Cell classes on the final placement:
Bar = 50 µm.
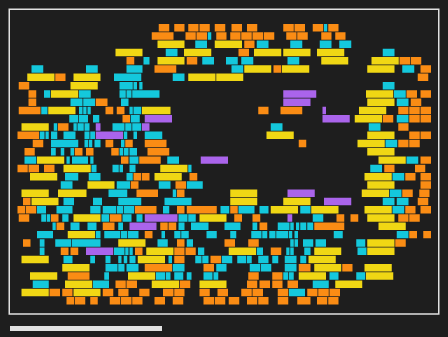
Routed metal, one colour a layer:
Bar = 50 µm. Only two layers are drawn.
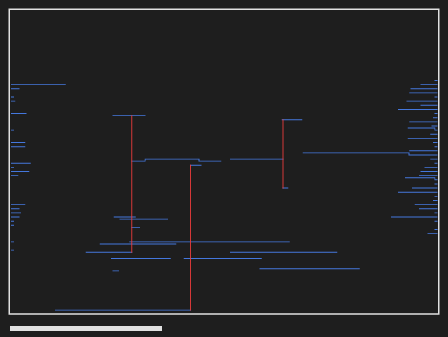
Selected gate families:
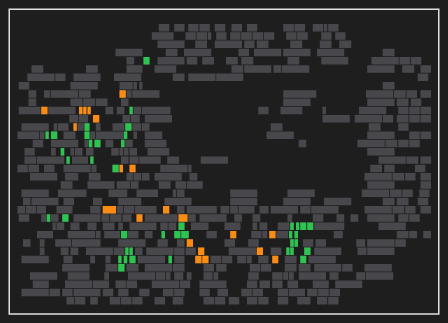
==> src/rtl/load_align_unit_pkg.sv <==
// Shared definitions for the load alignment path: op codes, access sizes,
// FSM states and exception codes.
package load_align_unit_pkg;

    // op[1:0] matches the store byte-enable size encoding; op[2] selects zero extension
    typedef enum logic [1:0] {
        SZ_WORD = 2'b00,
        SZ_HALF = 2'b01,
        SZ_BYTE = 2'b10
    } load_size_e;

    localparam logic [2:0] OP_LW  = 3'b000;
    localparam logic [2:0] OP_LH  = 3'b001;
    localparam logic [2:0] OP_LB  = 3'b010;
    localparam logic [2:0] OP_LWU = 3'b100;
    localparam logic [2:0] OP_LHU = 3'b101;
    localparam logic [2:0] OP_LBU = 3'b110;

    typedef enum logic [1:0] {
        ST_IDLE = 2'b00,
        ST_WAIT = 2'b01,
        ST_RESP = 2'b10
    } state_e;

    localparam logic [4:0] EXC_NONE = 5'h00;
    localparam logic [4:0] EXC_ADEL = 5'h04;
    localparam logic [4:0] EXC_DBE  = 5'h07;

    // True when the request must be refused without touching memory.
    function automatic logic load_addr_err(input logic [2:0] op, input logic [1:0] addr_lo);
        logic err;
        case (op)
            OP_LW, OP_LWU: err = (addr_lo != 2'b00);
            OP_LH, OP_LHU: err = addr_lo[0];
            OP_LB, OP_LBU: err = 1'b0;
            default:       err = 1'b1;
        endcase
        return err;
    endfunction

endpackage

==> src/rtl/load_align_unit_extend.sv <==
// Combinational lane select and sign/zero extension of a read word.
module load_extend
    import load_align_unit_pkg::*;
(
    input  logic [31:0] word_i,
    input  logic [1:0]  addr_lo_i,
    input  logic [2:0]  op_i,
    output logic [31:0] data_o
);

    logic [7:0]  byte_sel;
    logic [15:0] half_sel;
    logic        sext;

    always_comb begin
        case (addr_lo_i)
            2'b00:   byte_sel = word_i[7:0];
            2'b01:   byte_sel = word_i[15:8];
            2'b10:   byte_sel = word_i[23:16];
            default: byte_sel = word_i[31:24];
        endcase
        half_sel = addr_lo_i[1] ? word_i[31:16] : word_i[15:0];
        sext     = ~op_i[2];

        case (op_i[1:0])
            SZ_WORD: data_o = word_i;
            SZ_HALF: data_o = {{16{sext & half_sel[15]}}, half_sel};
            SZ_BYTE: data_o = {{24{sext & byte_sel[7]}}, byte_sel};
            default: data_o = word_i;
        endcase
    end

endmodule

==> src/rtl/load_align_unit.sv <==
// Load path of the M stage: alignment check, single word-aligned read with a
// watchdog, and an extended result returned over a valid/ready handshake.
module load_align_unit
    import load_align_unit_pkg::*;
#(
    parameter int TIMEOUT_CYCLES = 16,
    parameter int CNT_W          = 5
) (
    input  logic        clk_i,
    input  logic        rst_n_i,
    input  logic        req_valid_i,
    output logic        req_ready_o,
    input  logic [31:0] req_addr_i,
    input  logic [2:0]  req_op_i,
    output logic        rd_en_o,
    output logic [31:0] rd_addr_o,
    input  logic        mem_rvalid_i,
    input  logic [31:0] mem_rdata_i,
    output logic        resp_valid_o,
    input  logic        resp_ready_i,
    output logic [31:0] resp_data_o,
    output logic        exc_adel_o,
    output logic        exc_bus_o,
    output logic        busy_o
);

    localparam logic [CNT_W-1:0] CNT_LAST = CNT_W'(TIMEOUT_CYCLES - 1);

    state_e            state_q, state_d;
    logic [CNT_W-1:0]  cnt_q, cnt_d;
    logic [31:0]       addr_q, addr_d;
    logic [2:0]        op_q, op_d;
    logic [31:0]       data_q, data_d;
    logic [4:0]        exc_q, exc_d;
    logic [31:0]       ext_data;

    load_extend u_extend (
        .word_i    (mem_rdata_i),
        .addr_lo_i (addr_q[1:0]),
        .op_i      (op_q),
        .data_o    (ext_data)
    );

    always_ff @(posedge clk_i or negedge rst_n_i) begin
        if (!rst_n_i) begin
            state_q <= ST_IDLE;
            cnt_q   <= '0;
            addr_q  <= '0;
            op_q    <= '0;
            data_q  <= '0;
            exc_q   <= EXC_NONE;
        end else begin
            state_q <= state_d;
            cnt_q   <= cnt_d;
            addr_q  <= addr_d;
            op_q    <= op_d;
            data_q  <= data_d;
            exc_q   <= exc_d;
        end
    end

    always_comb begin
        state_d = state_q;
        cnt_d   = cnt_q;
        addr_d  = addr_q;
        op_d    = op_q;
        data_d  = data_q;
        exc_d   = exc_q;

        case (state_q)
            ST_IDLE: begin
                if (req_valid_i) begin
                    addr_d = req_addr_i;
                    op_d   = req_op_i;
                    cnt_d  = '0;
                    if (load_addr_err(req_op_i, req_addr_i[1:0])) begin
                        exc_d   = EXC_ADEL;
                        data_d  = '0;
                        state_d = ST_RESP;
                    end else begin
                        exc_d   = EXC_NONE;
                        state_d = ST_WAIT;
                    end
                end
            end
            ST_WAIT: begin
                if (mem_rvalid_i) begin
                    data_d  = ext_data;
                    exc_d   = EXC_NONE;
                    state_d = ST_RESP;
                end else if (cnt_q == CNT_LAST) begin
                    data_d  = '0;
                    exc_d   = EXC_DBE;
                    state_d = ST_RESP;
                end else begin
                    cnt_d = cnt_q + 1'b1;
                end
            end
            ST_RESP: begin
                // data is left as-is; only the flags are cleared on hand-off
                if (resp_ready_i) begin
                    exc_d   = EXC_NONE;
                    state_d = ST_IDLE;
                end
            end
            default: state_d = ST_IDLE;
        endcase
    end

    assign req_ready_o  = (state_q == ST_IDLE);
    assign rd_en_o      = (state_q == ST_WAIT) && (cnt_q == '0);
    assign rd_addr_o    = {addr_q[31:2], 2'b00};
    assign resp_valid_o = (state_q == ST_RESP);
    assign resp_data_o  = data_q;
    assign exc_adel_o   = (exc_q == EXC_ADEL);
    assign exc_bus_o    = (exc_q == EXC_DBE);
    assign busy_o       = (state_q == ST_WAIT) || (state_q == ST_RESP);

endmodule

==> config.mk <==
export PLATFORM = sky130hd
export DESIGN_NAME = load_align_unit
export DESIGN_NICKNAME = d
export VERILOG_FILES = /design/src/rtl/load_align_unit_pkg.sv /design/src/rtl/load_align_unit_extend.sv /design/src/rtl/load_align_unit.sv
export SDC_FILE = /design/constraint.sdc
export NUM_CORES = 1
export LEC_CHECK = 0
export CORE_ASPECT_RATIO = 0.7
export CORE_MARGIN = 2
export CORE_UTILIZATION = 30
export DETAILED_ROUTE_END_ITERATION = 16
export MAX_ROUTING_LAYER = met4
export SLEW_MARGIN = 20
export SYNTH_ARGS = -nofsm -noshare
export SYNTH_HDL_FRONTEND = slang
export SYNTH_SLANG_ARGS = --single-unit
==> constraint.sdc <==
create_clock -name clk_i -period 1.74 [get_ports clk_i]
set_input_delay 0.174 -clock clk_i [delete_from_list [all_inputs] [get_ports clk_i]]
set_output_delay 0.174 -clock clk_i [all_outputs]
set_load 0.05 [all_outputs]
==> metrics.csv <==
stage;metric;value;unit
timing;min cycle time layout;1.75;ns
detailed_routing;initial detailed-routing violation count;86;
floorplanning;Die Y-Extent;99.7;µm
worst_setup_path;slowest stage cell, crit path;dfrtp_1;
clock_network;Clock Tree Buf Depth;2;
worst_setup_path;CP Max Fanout;7;
synth;Top-area cell share;48.5;%
timing;Setup Viol. Count Final;7;
clock_network;root buffer cell;clkbuf_16;
placed_design;DP Worst Slack;-0.124;ns
layout;Seq cells;76;
placed_design;Post-Place Cells;624;
worst_setup_path;FF-to-FF End;resp_data_o[6];
layout;fill count;1134;
worst_setup_path;CP Cell Sequence;ha_2 > and3_4 > ha_4 > o22a_1 > o21ai_4 > buf_12 > buf_16 > a22o_1;
worst_setup_path;R2R Setup Slk;-0.01;ns
synth;post-synthesis sequential area ratio;48.5;%
grt;initial antenna violation count;0;
synth;Adder Area Share;2.87;%
detailed_routing;Post-route DRC;0;
layout;combinational gate area;1840;µm²
timing;hold_ws;0.357;ns
pwr;Seq power;0.00290;W
worst_setup_path;CP required;1.96;ns
pwr;Total Power;0.0134;W
outcome;status;finished with violations;
layout;share of cells above drive strength 1;32.6;%
layout;antenna diode count;0;
placed_design;Final Wtd Congestion;0.865;
clock_network;Worst-path clk slew;0.06;ns
clock_network;CTS Buf Count;9;
synth;Yosys Chip Area;3920;µm²
synth;count leader, synth;dfrtp_1;
layout;most frequent cells in the layout;clkdlybuf4s50_1, dfrtp_1, mux2_2;
layout;Final Non-Filler Cells;647;
floorplanning;Pre-Place Util;31.1;%
grt;met3 Use GR;4.38;%
timing;final worst slack;-0.0130;ns
layout;Seq/total area;31.1;%
synth;yosys xor share;0.447;%
clock_network;clock sinks;76;
layout;Top cell excl fill/tap;clkdlybuf4s50_1;
grt;vias in the first global route;3209;
layout;register area;1900;µm²
outcome;failing checks;negative setup slack;
detailed_routing;Routed WL;10800;µm
detailed_routing;DR WL met3;637;µm
placed_design;IO buf count;139;
## Picture notes: 'cell classes on the final placement'
clock drivers and dummy loads: shown in purple, cells 15, share of their area 5.2%. remaining buffers and delay cells: shown in orange, cells 177, share of their area 31%. remaining logic cells: shown in cyan, cells 217, share of their area 32%. registers: shown in yellow, cells 76, share of their area 32%.

## Picture notes: 'routed metal, one colour a layer'
M3: shown in blue, wire length 638 µm. M4: shown in red, wire length 115 µm.

## Picture notes: 'selected gate families'
nand cells: shown in green, cells 41. nor cells: shown in orange, cells 21.

Power figures rest on the tool's default switching activity, not on a simulated workload.
